**Run 1: sizing map**

The bar under the picture is 50 um long.
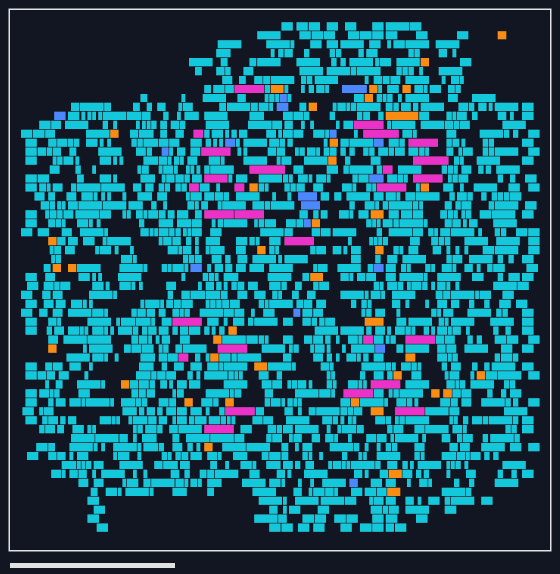
**Run 1: a small window of the routed layout**

Window x 67 to 97, y 67 to 97 um. Cells in gray, sequential cells in the stronger gray; small squares are vias.
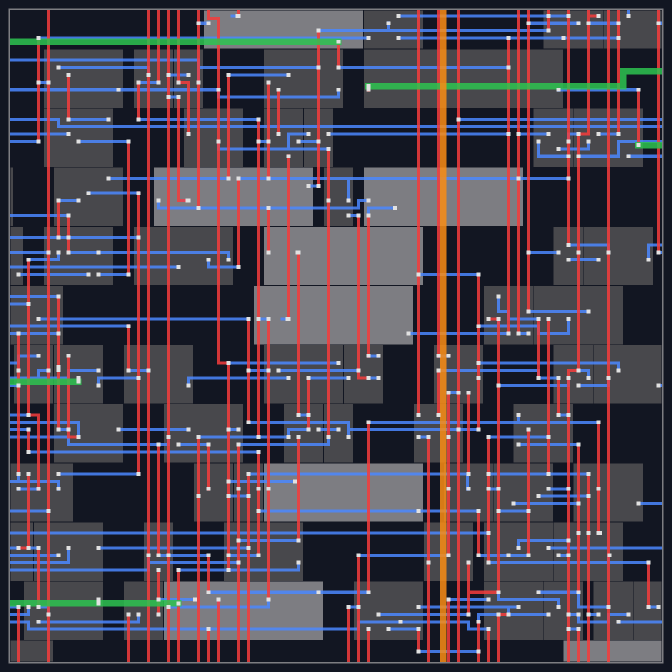
**Run 1: clock nets**

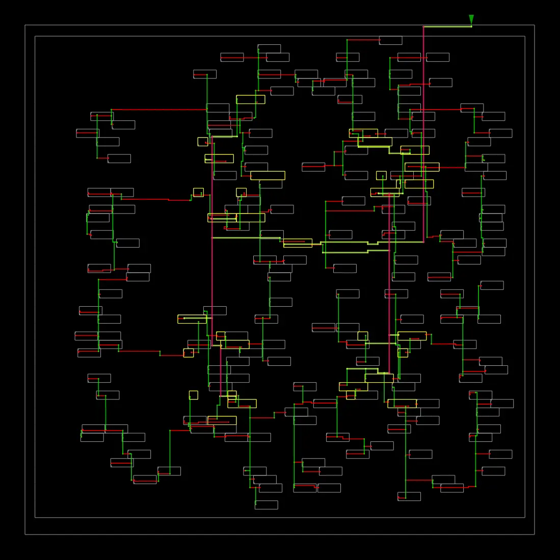
--- src/rtl/seq_divider_pkg.sv ---
// +----------------------------------------------------------------------------+
// | Module      : seq_divider_pkg                                              |
// | Description : Shared constants and state encoding for the sequential       |
// |               restoring divider.                                           |
// | Revision    : 1.0 - initial release                                        |
// +----------------------------------------------------------------------------+
`default_nettype none

package seq_divider_pkg;

  localparam int WIDTH_DEFAULT = 32;

  localparam logic [1:0] S_IDLE = 2'd0;
  localparam logic [1:0] S_CALC = 2'd1;
  localparam logic [1:0] S_FIX  = 2'd2;

  // Quotient reported for a zero divisor.
  localparam logic [WIDTH_DEFAULT-1:0] DBZ_QUOTIENT = '1;

endpackage

`default_nettype wire

--- src/rtl/seq_divider_div_step.sv ---
// +----------------------------------------------------------------------------+
// | Module      : div_step                                                     |
// | Description : One combinational restoring-division iteration.              |
// | Revision    : 1.0 - initial release                                        |
// +----------------------------------------------------------------------------+
`default_nettype none

module div_step #(
  parameter int WIDTH = 32
) (
  input  logic [WIDTH-1:0] rem,
  input  logic             dvd_msb,
  input  logic [WIDTH-1:0] divisor,
  output logic [WIDTH-1:0] next_rem,
  output logic             q_bit
);

  logic [WIDTH:0] w_shifted;
  logic [WIDTH:0] w_diff;

  // One extra bit so the borrow of the trial subtraction is visible.
  assign w_shifted = {rem, dvd_msb};
  assign w_diff    = w_shifted - {1'b0, divisor};
  assign q_bit     = ~w_diff[WIDTH];
  assign next_rem  = q_bit ? w_diff[WIDTH-1:0] : w_shifted[WIDTH-1:0];

endmodule

`default_nettype wire

--- src/rtl/seq_divider.sv ---
// +----------------------------------------------------------------------------+
// | Module      : seq_divider                                                  |
// | Description : Iterative signed/unsigned restoring divider (DIV/DIVU).      |
// | Revision    : 1.0 - initial release                                        |
// +----------------------------------------------------------------------------+
`default_nettype none

module seq_divider
  import seq_divider_pkg::*;
#(
  parameter int WIDTH = WIDTH_DEFAULT
) (
  input  logic             clk,
  input  logic             rst,
  input  logic             start,
  input  logic             sign,
  input  logic [WIDTH-1:0] a,
  input  logic [WIDTH-1:0] b,
  output logic             busy,
  output logic             done,
  output logic [WIDTH-1:0] quotient,
  output logic [WIDTH-1:0] remainder,
  output logic             dbz
);

  localparam int CNT_W = (WIDTH > 1) ? $clog2(WIDTH) : 1;
  localparam logic [CNT_W-1:0] c_last_cnt = CNT_W'(WIDTH - 1);

  logic [1:0]       r_state;
  logic [1:0]       w_next;
  logic [CNT_W-1:0] r_cnt;
  logic [WIDTH-1:0] r_rem;
  logic [WIDTH-1:0] r_dvd;
  logic [WIDTH-1:0] r_div;
  logic             r_sa;
  logic             r_sb;
  logic             r_dbz_sel;
  logic [WIDTH-1:0] r_quotient;
  logic [WIDTH-1:0] r_remainder;
  logic             r_done;
  logic             r_dbz;

  logic             w_sa;
  logic             w_sb;
  logic [WIDTH-1:0] w_abs_a;
  logic [WIDTH-1:0] w_abs_b;
  logic             w_b_zero;
  logic [WIDTH-1:0] w_step_rem;
  logic             w_qbit;
  logic             w_busy;
  logic             w_in_fix;

  assign w_sa     = sign & a[WIDTH-1];
  assign w_sb     = sign & b[WIDTH-1];
  assign w_abs_a  = w_sa ? (~a + 1'b1) : a;
  assign w_abs_b  = w_sb ? (~b + 1'b1) : b;
  assign w_b_zero = (b == '0);

  div_step #(
    .WIDTH    (WIDTH)
  ) u_div_step (
    .rem      (r_rem),
    .dvd_msb  (r_dvd[WIDTH-1]),
    .divisor  (r_div),
    .next_rem (w_step_rem),
    .q_bit    (w_qbit)
  );

  always_ff @(posedge clk) begin
    if (!rst) begin
      r_state <= S_IDLE;
    end else begin
      r_state <= w_next;
    end
  end

  always_comb begin
    w_next = r_state;
    case (r_state)
      S_IDLE: begin
        if (start) begin
          w_next = w_b_zero ? S_FIX : S_CALC;
        end
      end
      S_CALC: begin
        if (r_cnt == c_last_cnt) begin
          w_next = S_FIX;
        end
      end
      S_FIX:   w_next = S_IDLE;
      default: w_next = S_IDLE;
    endcase
  end

  always_comb begin
    w_busy   = (r_state != S_IDLE);
    w_in_fix = (r_state == S_FIX);
  end

  always_ff @(posedge clk) begin
    if (!rst) begin
      r_cnt       <= '0;
      r_rem       <= '0;
      r_dvd       <= '0;
      r_div       <= '0;
      r_sa        <= 1'b0;
      r_sb        <= 1'b0;
      r_dbz_sel   <= 1'b0;
      r_quotient  <= '0;
      r_remainder <= '0;
      r_done      <= 1'b0;
      r_dbz       <= 1'b0;
    end else begin
      r_done <= w_in_fix;
      case (r_state)
        S_IDLE: begin
          if (start) begin
            r_sa      <= w_sa;
            r_sb      <= w_sb;
            r_div     <= w_abs_b;
            r_rem     <= '0;
            r_cnt     <= '0;
            r_dbz_sel <= w_b_zero;
            // A zero divisor keeps the raw dividend so it can be returned as-is.
            r_dvd     <= w_b_zero ? a : w_abs_a;
          end
        end
        S_CALC: begin
          r_rem <= w_step_rem;
          r_dvd <= {r_dvd[WIDTH-2:0], w_qbit};
          r_cnt <= r_cnt + 1'b1;
        end
        S_FIX: begin
          if (r_dbz_sel) begin
            r_quotient  <= {WIDTH{DBZ_QUOTIENT[0]}};
            r_remainder <= r_dvd;
            r_dbz       <= 1'b1;
          end else begin
            r_quotient  <= (r_sa ^ r_sb) ? (~r_dvd + 1'b1) : r_dvd;
            r_remainder <= r_sa ? (~r_rem + 1'b1) : r_rem;
            r_dbz       <= 1'b0;
          end
        end
        default: begin
          r_cnt <= '0;
        end
      endcase
    end
  end

  assign busy      = w_busy;
  assign done      = r_done;
  assign quotient  = r_quotient;
  assign remainder = r_remainder;
  assign dbz       = r_dbz;

endmodule

`default_nettype wire

--- config.mk ---
export PLATFORM = sky130hd
export DESIGN_NAME = seq_divider
export DESIGN_NICKNAME = d
export VERILOG_FILES = /design/src/rtl/seq_divider_pkg.sv /design/src/rtl/seq_divider_div_step.sv /design/src/rtl/seq_divider.sv
export SDC_FILE = /design/constraint.sdc
export NUM_CORES = 1
export LEC_CHECK = 0
export CAP_MARGIN = 15
export CORE_MARGIN = 3
export CORE_UTILIZATION = 45
export DETAILED_ROUTE_END_ITERATION = 7
export PLACE_DENSITY = 0.67
export REMOVE_ABC_BUFFERS = 1
export SYNTH_ARGS = -nofsm -noshare
export SYNTH_HDL_FRONTEND = slang
export SYNTH_SLANG_ARGS = --single-unit
--- constraint.sdc ---
create_clock -name clk -period 4.05 [get_ports clk]
set_input_delay 0.6075 -clock clk [delete_from_list [all_inputs] [get_ports clk]]
set_output_delay 0.6075 -clock clk [all_outputs]
set_load 0.1 [all_outputs]
==> COMMIT_EDITMSG, run 1 <==
Store results of the implementation flow

* Final clock period utilization by the worst path: 0.899
- Largest family of logic cells by area: AND-OR/OR-AND gates
- TritonCTS built the clock tree.
- Tapcells: 324
- Max rail drop VDD: 0.461 mV
* Leading cell types by count after synthesis: sky130_fd_sc_hd__nand2_1, sky130_fd_sc_hd__dfxtp_1, sky130_fd_sc_hd__o21ai_0
- Biggest area cells: sky130_fd_sc_hd__dfxtp_1, sky130_fd_sc_hd__nand2_1, sky130_fd_sc_hd__o21ai_0, sky130_fd_sc_hd__xnor2_1, sky130_fd_sc_hd__xor2_1
* Chip area line of the yosys report: 0.0112 sq mm
* Max clock buf depth: 2
- For reference, the critical path is launched at r_dvd[31]$_SDFFE_PN0P_.
* Global-route wire length before repair: 48600 um
- By instance count after routing, the leading logic cell type is sky130_fd_sc_hd__nand2_1.
- Per the timing report, the most critical flop-to-flop path originates at r_dvd[31]$_SDFFE_PN0P_.
- The tree is rooted in a sky130_fd_sc_hd__clkbuf_16.
- Data arrival time at the worst-slack endpoint: 3.94 ns
- Cells after Synth: 1446
- Row Count: 57
- Once iteration 0 of detailed routing completed, the report listed 695 DRC markers.
- Averaged over all synthesized cells, the footprint is 7.78 sq um.
* Ratio of cells with drive above 1 in the final layout: 0.0544
* Sort of element at the end of the critical path: register
* Share of async-settable or async-resettable flops after synthesis: 0
- Chip Footprint: 0.0269 sq mm
- The highest clock rate this design can be run at is 275 MHz.
- Placeable core area: 0.0245 sq mm
- Per the final report, the share of cell area in clock cells is 0.0454.
* Post-CTS setup-driven buffer insertion count: 0
* Sequential cell count: 172
- DRC violations left: 0
* Critical path fanouts, max: 32
- Looking at the worst setup and hold paths, the clock pins of their registers show a slew of 0.07 ns.
- Detailed-route wire length per cell: 16.0 um
- Buffers on Ports: 134
* Worst-Skew Late Latency: 0.43 ns
- Shortest period the worst path allows: 3.64 ns
- Sequential portion of the cell area: 0.256
- The area fraction of the largest cell type after synthesis is 0.306.
- Setup repair after global routing missed its margin: false
* Routed wire length: 29800 um
- Max-cap violations: 0
- Data required time at the worst endpoint: 4.34 ns
- The layout report lists the multi-input gate area as 0.00724 sq mm.
* Routed vias/inst: 5.57
- Number of vias in the routed layout: 10400
- On the critical path, the stage with the largest delay is an instance of sky130_fd_sc_hd__o211ai_1.
- Number of top-level design ports: 135
* Combinational gate count: 1122
* Min-Delay Path Depth: 2
- Largest net degree at the start of global routing: 56
* Type of the setup path with the least slack: register to register
- Inserted Clock Buffers: 17
- Number of antenna cells inserted: 0
- Cell group occupying the most layout area: logic gates
- The tightest min-delay check is of the register to register type.
- The timing report notes that buffer and inverter cells on the critical path total 2.
- Critical Path, Cell by Cell: inv_1 > ha_1 > fa_1 > nand2b_1 > a21oi_1 > o21ai_0 > a211o_1 > a21oi_1 > or2_2 > o211ai_1 > buf_12 > mux2i_1 > o21ai_0
* Post-cts gate resize count: 0
- The layout report lists the combined flip-flop and latch area as 0.00344 sq mm.
* Count of non-filler cells in the finished layout: 1867
* Logic gate fraction of the total cell area: 0.538
- The capture point of the worst register-to-register path is recorded as r_rem[6]$_SDFFE_PN0P_.
* Die extent in y: 164 um
* Final Max-Slew Violation Tally: 0
* Area fraction in full adders, half adders and majority gates: 0.0441
* Largest area contributor in the netlist: sky130_fd_sc_hd__dfxtp_1
* Launching element type of the critical path: register
- The analysis attributes to cell leakage a power of 5.25 nW.
- The synthesis stat section lists a flop and latch total of 172.
- The H-tree was split into 4 levels.
* CP max stage delay: 0.62 ns
- The timing report attributes the biggest portion of critical-path delay to AND-OR/OR-AND gates.
- Endpoints failing setup: 0
- Fraction of synthesized cell area in xor and xnor cells: 0.114
- The die is 164 um wide.
* Non-clk buf share: 0.115
- Cell depth of the worst flop-to-flop path: 13
* DPL Wire Length: 22100 um
* Filler instances: 2319
- Post-CTS Hold Buffers: 0
- Stage-log warning count: 25
* Cell count in the Yosys report: 1446
* Relative slew margins: 0.294
- The synthesized netlist occupies a cell area of 0.0112 sq mm.
* Count of antenna-violating nets left after detailed routing: 0
- Main flop type: sky130_fd_sc_hd__dfxtp_1
- Hold path startpoint: remainder[21]$_SDFFE_PN0P_
* Synth Warn #: 0
* Simple share: 0.194
- After routing, the total negative slack on setup checks comes to 0 ns.
- Final Hold Viols: 0
- Fin nets: 1637
* Total iterations of the first detailed-routing run: 5
- In this run the cell area measured after placement is 0.0129 sq mm.
* Power Density: 664 mW/mm^2
- Of the synthesized area, sequential elements account for 0.306.
- The netlist uses 69 different library cells.
- Per STA, the endpoint of the critical path is r_rem[6]$_SDFFE_PN0P_.
* Utilization after layout: 0.550
* Tightest hold margin: 0.457 ns
* Worst-Margin Slew: 1.05 ns
- Mux share of post-synthesis cell area: 0.0267
- Worst setup timing slack at the placement stage: 0.233 ns
- The number of placed instances, taps included, is 1835.
- Vias in the first global route: 9573
- The most common logic cells in the final layout are sky130_fd_sc_hd__nand2_1, sky130_fd_sc_hd__dfxtp_1, sky130_fd_sc_hd__o21ai_0.
* Count of flip-flops with a built-in enable after synthesis: 0
* Last weighted congestion value of the routability-driven placer: 0.874
- Pwr Total: 0.00893 W
- The flow ran to the end, and the final reports show no timing, DRC or antenna violations.
- Remaining global-route overflow: 0
- The initial antenna violation count was 0.
- Hold EP: remainder[21]$_SDFFE_PN0P_
- In this run the register-to-register setup slack is 0.41 ns.
* Starting utilization of the core area: 0.460
## Picture notes: 'sizing map'
legend:
  orange:
    size: _3 and _4 cells
    cells: 40
    share: 2.6%
  magenta:
    size: _6 and larger
    cells: 27
    share: 1.7%
  cyan:
    size: _0 and _1 cells
    cells: 1459
    share: 95%
  blue:
    size: _2 cells
    cells: 17
    share: 1.1%
Area growth, synth to finish: 19.7%
Final Cell Area: 0.0135 sq mm
Buffers, non-clock: 160
post-layout worst setup margin: 0.408 ns

## Picture notes: 'a small window of the routed layout'
legend:
  red:
    layer: metal 2
  green:
    layer: metal 3
  blue:
    layer: metal 1
  orange:
    layer: metal 4
netlist names of flops here include: `r_rem` (7)
cells with their middle in the window: 62
sequential cells in the window: 7
most frequent: o21ai_0 (10)

## Picture notes: 'clock nets'
setup skew after layout: 0.0109 ns
clock group total power: 0.00172 W
sink count of the clock tree: 172
clkbuf count: 18

==> run 1: per-layer routing <==
| metal | wire [um] | up-vias | global-route usage |
|---|---|---|---|
| li1 | - | 5310 | - |
| met1 | 14300 | 4780 | 0.311 |
| met2 | 13500 | 280 | 0.355 |
| met3 | 1330 | 36 | 0.0235 |
| met4 | 643 | 0 | 0.0700 |
| met5 | 0 | - | 0 |
==> run 1: where the power goes <==
group          switching (W)  internal (W)  total (W)
Sequential          0.000344       0.00188    0.00223
Clock               0.000739      0.000984    0.00172
Combinational        0.00281       0.00218    0.00498
Total                0.00389       0.00505    0.00893
==> run 1: logic make-up after synthesis <==
group                      Yosys count
AOI/OAI and AO/OA                  450
xor gates and xnor gates           146
adders and majority gates           39
buffers and inverters              152
DFF                                172
muxes                               30
and+or+nand+nor                    457
**Run 1: signal wires by layer**

The bar under the picture is 50 um long.
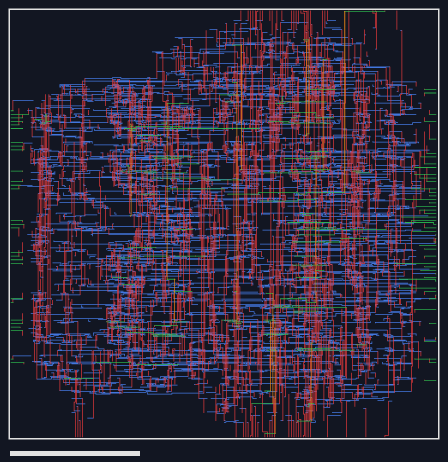

==> run 1 -> run 2 <==
- PLACE_DENSITY: 0.67 -> 0.66
- SYNTH_HIERARCHICAL: not set -> 1
**Run 2: signal wires by layer**

The bar under the picture is 50 um long.
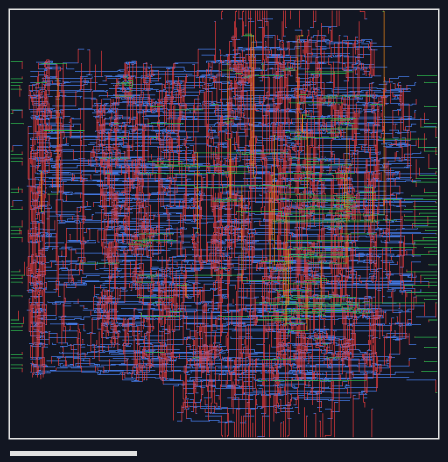
legend:
  green:
    layer: metal 3
    wire_length: 2280 um
  red:
    layer: metal 2
    wire_length: 16900 um
  blue:
    layer: metal 1
    wire_length: 16800 um
  orange:
    layer: metal 4
    wire_length: 746 um
detailed-route wire length per cell: 18.6 um
routed wire length: 36700 um

**Run 2: clock nets**

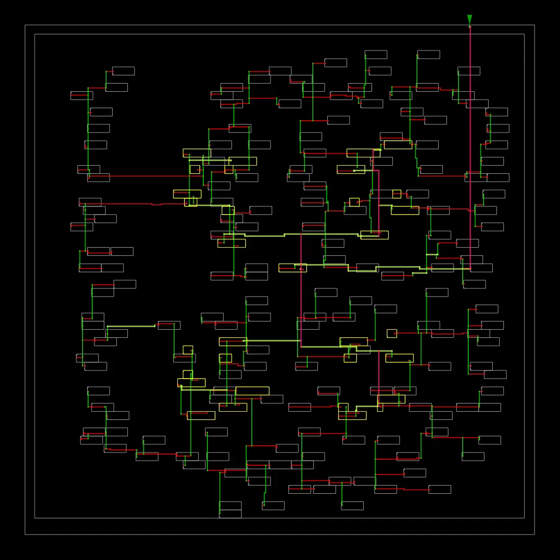
Worst-Skew Late Latency: 0.44 ns
clkbuf count: 17
setup skew after layout: 0.0112 ns
Inserted Clock Buffers: 17
sequential cell count: 172

**Run 2: a small window of the routed layout**

Window x 69 to 99, y 69 to 99 um. Cells in gray, sequential cells in the stronger gray; small squares are vias.
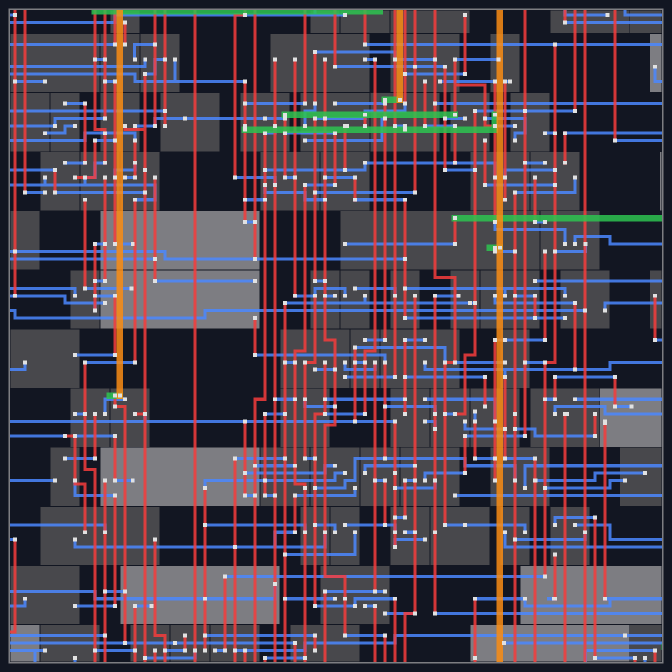
legend:
  blue:
    layer: metal 1
  green:
    layer: metal 3
  orange:
    layer: metal 4
  red:
    layer: metal 2
sequential cells in the window: 6
most frequent: nand2_1 (6), a21oi_1 (6), dfxtp_1 (6)
cells with their middle in the window: 70
netlist names of flops here include: `r_rem` (4)

==> run 2 against run 1 <==
  * Combinational power up 24%
  * Sequential share of layout area decreased by 1.2 points
  * Total power grew 13%
  * Register-to-register slack got worse by 0.04 ns
  * Wire length up 23%
  * Via count up 16%
  * Fmax shrank 1.1%
  * Sequential power is essentially flat
==> COMMIT_EDITMSG, run 2 <==
Store results of the implementation flow

- CTS placed an instance of sky130_fd_sc_hd__clkbuf_16 at the clock tree root.
- In this run, the synthesized area fraction spent on xor and xnor cells is recorded as 0.0748.
- Setup total negative slack on the finished layout was measured at 0 ns.
- Iter 0 DRT Violations: 971
- In this run the layout overhead on the synthesized area is reported as 18.4%.
- The final timing report lists a max-slew violation count of 0.
* Static leakage: 5.12 nW
* Cells after Synth: 1563
- Die extent in y: 169 um
* Biggest area cells: sky130_fd_sc_hd__dfxtp_1, sky130_fd_sc_hd__a21oi_1, sky130_fd_sc_hd__xnor2_1, sky130_fd_sc_hd__nand3_1, sky130_fd_sc_hd__ha_1
* Global-route wire length before repair: 57800 um
* Most frequently placed logic cell in the final layout: sky130_fd_sc_hd__dfxtp_1
* Critical Path, Cell by Cell: inv_1 > ha_1 > fa_1 > and2b_1 > o2111ai_1 > a21oi_2 > o2111ai_1 > a211oi_2 > nor2_2 > mux2i_1 > and2_4 > inv_2 > buf_12 > mux2_1 > nand2_1 > a21oi_1
- Per the CTS log, the maximum H-tree level is 4.
- CP bufs+invs: 3
- The longest incremental delay of any stage on the critical path is reported as 0.44 ns.
- After detailed routing, the met3 layer carries 2280 um of wire.
- Per the OpenROAD floorplan log, the width of the die is 169 um.
* Sink count of the clock tree: 172
* CTS tree: done
- Yosys reported a register bit count of 172.
- Critical path's slowest cell: sky130_fd_sc_hd__dfxtp_1
* Switch Pwr: 0.00441 W
- Of the total synthesized cell area, the portion taken by AND, OR, NAND and NOR gates is 0.247.
* Post-Route M1 WL: 16800 um
* Clock group total power: 0.00171 W
- Largest net degree at the start of global routing: 76
- Mux share of post-synthesis cell area: 0.0375
- In the CTS report, the clock slew at the register clock pins of the worst setup and hold paths is listed as 0.07 ns.
* Launching element type of the critical path: register
* Hold EP: remainder[3]$_SDFFE_PN0P_
- Endpoints failing setup: 0
* Last weighted congestion value of the routability-driven placer: 0.931
* Met3 Resource Use GR: 0.0336
- Max rail drop VDD: 0.552 mV
* Share of async-settable or async-resettable flops after synthesis: 0
- For the worst setup path, the data arrival time is 4.00 ns.
- Number of top-level design ports: 135
* Antenna violations before repair: 0
* Relative slew margins: 0.247
- The run finished with clean final reports.
- Cell count in the Yosys report: 1563
- Global routing usage on met1: 0.336
* Sort of element at the end of the critical path: register
- Counting along the longest clock path gives a buffer depth of 2.
* Mapped cell area: 0.0119 sq mm
* Avg Inst Size Synth: 7.64 sq um
- The transition time recorded at the tightest slew-check pin is 1.13 ns.
* Distinct lib cells used: 89
- The flow reports power dissipated in sequential cells as 0.00223 W.
- The floorplan has 59 rows.
* Area fraction in full adders, half adders and majority gates: 0.0415
* Cell family with most CP delay: AND-OR/OR-AND gates
- Stage-log warning count: 25
* Clock share of power: 0.170
* Largest area contributor in the netlist: sky130_fd_sc_hd__dfxtp_1
- Fin nets: 1728
* Chip Footprint: 0.0285 sq mm
* Post-CTS setup-driven buffer insertion count: 0
- Busiest layer in global routing: met2
- Setup repair after global routing left no endpoint under its margin.
* Switching part of the total: 0.437
- Leading cell types by count after synthesis: sky130_fd_sc_hd__dfxtp_1, sky130_fd_sc_hd__a21oi_1, sky130_fd_sc_hd__nand2_1
* Yosys top cell area share: 0.288
* Met2 WL: 16900 um
- Placeable core area: 0.0261 sq mm
- Max-cap violations in this run came to 0.
* Count of antenna-violating nets left after detailed routing: 0
- Cell depth of the worst flop-to-flop path: 16
- Main flop type: sky130_fd_sc_hd__dfxtp_1
- Sequential cell fraction of total power: 0.221
- Per the final timing report, the hold violations number 0.
- The flow reports an fmax of 272 MHz.
- The critical path in this run is classified as register to register.
- Grouping non-sequential cells by family puts the most area in AND-OR/OR-AND gates.
* Post-cts gate resize count: 0
- Count of flip-flops with a built-in enable after synthesis: 0
- The power report attributes to the combinational group a share of 0.610.
- Looking at the reg2reg group, the worst path starts from r_dvd[31]$_SDFFE_PN0P_.
* Synth Warn #: 6
- Summed over all combinational cells, the power is 0.00616 W.
- The worst hold path passes through 2 cells.
- Chip area line of the yosys report: 0.0119 sq mm
- Top library cells by usage in the layout, fill and taps aside: sky130_fd_sc_hd__dfxtp_1, sky130_fd_sc_hd__a21oi_1, sky130_fd_sc_hd__clkdlybuf4s50_1
- STA puts the critical path data required time at 4.37 ns.
* Critical Path Sink: r_rem[4]$_SDFFE_PN0P_
- 0 antenna diodes ended up in the layout.
- The largest share of the power goes to combinational cells.
- DRC violations left: 0
- Hold path startpoint: remainder[3]$_SDFFE_PN0P_
* Worst reg-to-reg setup slack: 0.37 ns
* Timing startpoint of the critical path: r_dvd[31]$_SDFFE_PN0P_
- met2 track demand over resource after global routing is 0.404.
- Counting I/O delays and the setup requirement, the final critical path takes 3.68 ns.
* Sequential area share after synthesis: 0.288
* Vias in the first global route: 11000
* Ratio of cells with drive above 1 in the final layout: 0.0771
- Endpoint of the worst-slack reg-to-reg timing path: r_rem[4]$_SDFFE_PN0P_
- Final clock period utilization by the worst path: 0.909
* Tightest hold margin: 0.459 ns
- For this block, the via count after detailed routing is 12100.
[run 2: per-stage QoR]
step                       util  setup WS (ns)  cells  power (W)  cell area (sq um)
final                     0.543          0.369   1969     0.0101              14100
after global routing      0.543          0.171   1969     0.0108              14100
after CTS                 0.543          0.391   1969     0.0100              14100
after detailed placement  0.520          0.413   1937    0.00831              13500
after global placement    0.520          0.488   1937    0.00822              13500
after floorplan               -         -0.712   1432    0.00682              11400
[run 2: area by class of cell]
type | count | area (sq um)
flip-flops and latches | 172 | 3440
fillers | 2524 | 11900
well taps | 335 | 419
repair buffers | 170 | 1640
clock inverters | 15 | 178
inverters | 61 | 230
clock buffers | 17 | 425
multi-input cells | 1199 | 7800
**Run 2: sizing map**

The bar under the picture is 50 um long.
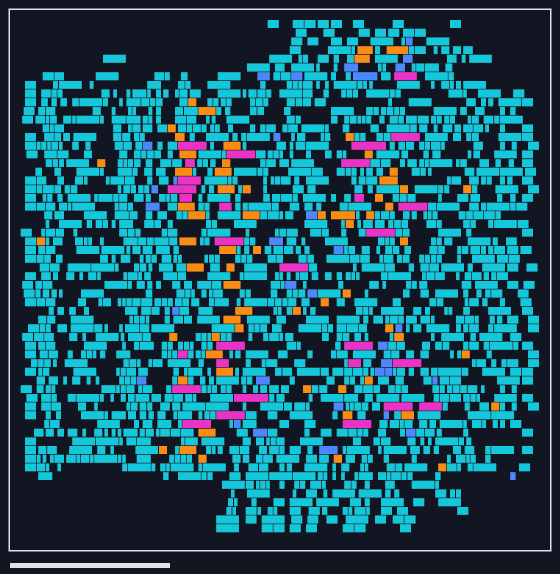

==> run 2 -> run 3 <==
- ABC_AREA: not set -> 1
- PLACE_DENSITY: 0.66 -> 0.65
**Run 3: sizing map**

The bar under the picture is 50 um long.
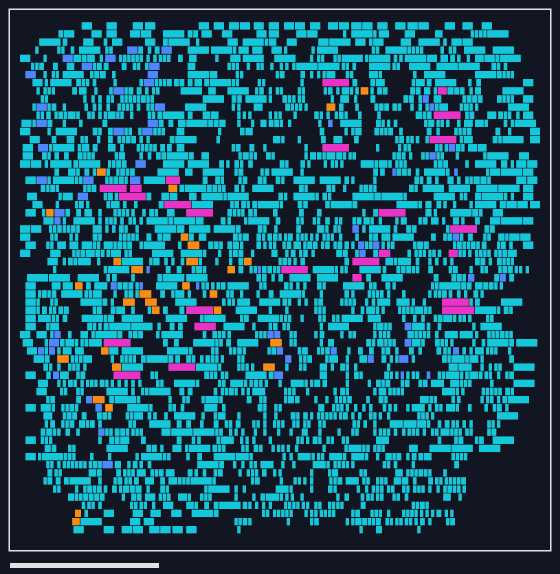
legend:
  blue:
    size: _2 cells
    cells: 65
    share: 2.6%
  cyan:
    size: _0 and _1 cells
    cells: 2372
    share: 95%
  orange:
    size: _3 and _4 cells
    cells: 29
    share: 1.2%
  magenta:
    size: _6 and larger
    cells: 25
    share: 1.0%
Area growth, synth to finish: 15.6%
Final Cell Area: 0.0159 sq mm
Buffers, non-clock: 148

**Run 3: signal wires by layer**

The bar under the picture is 50 um long.
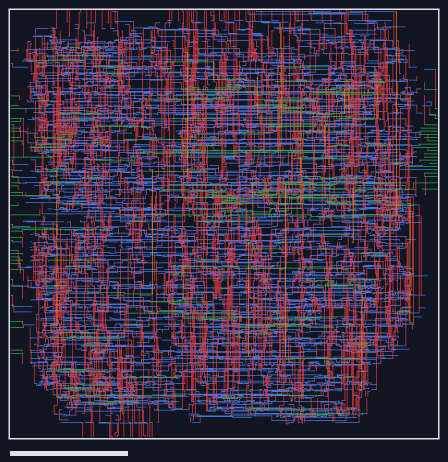
legend:
  green:
    layer: metal 3
    wire_length: 3020 um
  blue:
    layer: metal 1
    wire_length: 22.6 mm
  red:
    layer: metal 2
    wire_length: 20.3 mm
  orange:
    layer: metal 4
    wire_length: 687 um
number of vias in the routed layout: 15200
routed wire length: 46600 um
overall fraction of global-route tracks in use: 0.280
detailed-route wire length per cell: 16.2 um

==> run 3 against run 2 <==
  * Clock skew about the same
  * Utilization down 1.1 points
  * Sequential power fell by about 10%
  * Global-route usage is 3.4 points higher
  * Final area up 12%
  * Synthesized cell count up 53%
  * Cell count is 46% higher
  * Die area up 14%
  * Clock power fell by 4%
  * First-iteration DRC count up 36%
  * Non-clock buffer count shrank 22
  * Worst hold slack gained 0.015 ns
  * Critical path type unchanged
  * Largest cell class unchanged
  * Largest power group unchanged
==> COMMIT_EDITMSG, run 3 <==
Store results of the implementation flow

- Top routing layer used: met4
- Total cell area at the placement stage: 0.0153 sq mm
* Leading cell types by count after synthesis: sky130_fd_sc_hd__nand2_1, sky130_fd_sc_hd__inv_1, sky130_fd_sc_hd__nor2_1
- Setup repair after global routing left no endpoint under its margin.
- Row Count: 63
* Vias in the first global route: 13900
- Count of non-filler cells in the finished layout: 2881
- Hold EP: r_cnt[4]$_SDFFE_PN0P_
- The detailed placer reported the number of placed instances as 2849.
- Sink count of the clock tree: 172
- Max clock buf depth: 2
- Largest family of logic cells by area: simple AND/OR/NAND/NOR gates
* Met3 Resource Use GR: 0.0320
- Summed over all nets, wire length on met3 after detailed routing comes to 3020 um.
- For this run, the slowest stage of the critical path takes 0.48 ns.
* DRC violations left: 0
- The cell area that synthesis handed to floorplanning was 0.0137 sq mm.
- Peak Freq: 351 MHz
* Busiest layer in global routing: met2
- Looking at the worst setup and hold paths, the clock pins of their registers show a slew of 0.07 ns.
- Distinct lib cells used: 42
- For met2 alone, demand over resource in global routing was 0.438.
- Critical path's slowest cell: sky130_fd_sc_hd__dfxtp_1
* Endpoint of the worst-slack reg-to-reg timing path: r_rem[17]$_SDFFE_PN0P_
* CTS tree: done
- Post-synth the commonest register cell is sky130_fd_sc_hd__dfxtp_1.
- Looking at the VDD voltage map, the peak drop is 0.345 mV.
- Setup slack on the critical path of the routed design comes to 1.20 ns.
- At the floorplan stage, the core utilization is reported as 0.460.
* Avg Inst Size Synth: 5.74 sq um
* Final clock period utilization by the worst path: 0.704
- In the synthesized netlist the async set-or-reset flop fraction comes to 0.
- Setup skew after layout: 0.0115 ns
* Largest net degree at the start of global routing: 94
- Synthesis-stage register bit count: 172
- The worst register-to-register path depth is 18.
- Synth Warn #: 6
- Clock latency on the worst-skew pair, taken at its later pin, is 0.44 ns.
- The worst hold path was traced through 2 stages.
- Critical path fanouts, max: 32
* Iter 0 DRT Violations: 1324
- Measured on the finished design, the core utilization comes to 0.532.
- Per the layout area report, the register area comes to 0.00344 sq mm.
- Simple share: 0.413
- Ratio of cells with drive above 1 in the final layout: 0.0478
- Worst-Margin Slew: 1.03 ns
* Chip area line of the yosys report: 0.0137 sq mm
- Largest area contributor in the netlist: sky130_fd_sc_hd__dfxtp_1
* Sort of element at the end of the critical path: register
- Critical Path, Cell by Cell: inv_1 > ha_1 > fa_1 > inv_1 > nand2_1 > nand2_1 > nand3_1 > nand2_2 > nand2_1 > nand2_2 > nand2_2 > nand2_2 > nand2_2 > nand2_4 > nand2_1 > nand2_1 > nand2_1 > a21oi_1
- In the final report, the number of endpoints failing setup comes to 0.
- After clock tree synthesis, the flow added hold-fix buffers numbering 0.
- For reference, the critical path is launched at r_dvd[31]$_SDFFE_PN0P_.
- Status: finished clean
- In this run the post-CTS setup repair buffer count came out at 0.
* Count of antenna-violating nets left after detailed routing: 0
* Cells after Synth: 2392
- Chip Footprint: 0.0327 sq mm
- Area occupied by multi-input gates: 0.00854 sq mm
* Global routing usage on met1: 0.414
* Launching element type of the critical path: register
- The first detailed-routing pass took 6 iterations.
- Critical Path Sink: r_rem[17]$_SDFFE_PN0P_
* Last weighted congestion value of the routability-driven placer: 0.987
- Final Hold Viols: 0
- The die is 181 um wide.
- In this run, post-CTS repair resized a total of 0 instances.
- For this run, the script counts the antenna cells in the layout as 0.
- Placeable core area: 0.0299 sq mm
- Power Density: 415 mW/mm^2
- Worst setup timing slack at the placement stage: 0.919 ns
- The layout has 3088 filler cells.
* Sequential area share after synthesis: 0.251
- Inserted Clock Buffers: 17
* Start of the worst register-to-register path: r_dvd[31]$_SDFFE_PN0P_
- In the final routing, the length of wire on met1 measures 22600 um.
- In this run the worst hold path is classified as register to register.
* Root buffer cell: sky130_fd_sc_hd__clkbuf_16
- The routed design uses 20300 um of met2 wire.
* Cell family with most CP delay: simple AND/OR/NAND/NOR gates
- Global routing finished with a remaining overflow of 0.
- Top library cells by usage in the layout, fill and taps aside: sky130_fd_sc_hd__nand2_1, sky130_fd_sc_hd__inv_1, sky130_fd_sc_hd__nor2_1
- Mux share of post-synthesis cell area: 0.00146
- The die is 181 um tall.
- Shortest period the worst path allows: 2.85 ns
- Max-cap violations: 0
- In the setup report, the worst path falls into the class register to register.
- The analysis attributes to cell leakage a power of 7.69 nW.
* Count of flip-flops with a built-in enable after synthesis: 0
- The synth_stat.txt file lists the number of cells as 2392.
**Run 3: I/O nets highlighted**

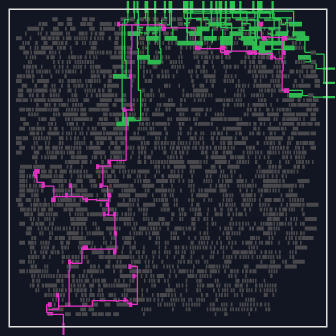
legend:
  green:
    port: `quotient`
    bits: 32
    direction: output
    edge: 29 north, 3 east
    end_cells: 32
    buffers: 32
    wire: 1120 um
  magenta:
    port: `rst`
    bits: 1
    direction: input
    edge: south
    end_cells: 39
    buffers: 2
    wire: 584 um
number of top-level design ports: 135
Buffers on Ports: 134

[run 3: cell count changes after synthesis, sizes merged, moves of 40 or more]
cell	before	now
nand2	123	789
nor2	87	282
nand3	104	206
inv	60	367
clkbuf	111	47
or4	40	0
xnor2	66	8
[run 3: power breakdown]
part	leakage [nW]	switching [W]	internal [W]	total (W)
Sequential	1.40	0.000186	0.00181	0.00200
Combinational	6.01	0.00204	0.000906	0.00294
Clock	0.282	0.000764	0.000880	0.00164
Total	7.69	0.00299	0.00360	0.00659
[run 3: area by class of cell]
| type | instances | area share |
|---|---|---|
| clock buffers | 19 | 0.0279 |
| clock inverters | 13 | 0.00827 |
| inverters | 368 | 0.0871 |
| multi-input cells | 1771 | 0.537 |
| flip-flops and latches | 172 | 0.217 |
| well taps | 390 | 0.0307 |
| repair buffers | 148 | 0.0918 |
Power and IR drop assume default switching activity.
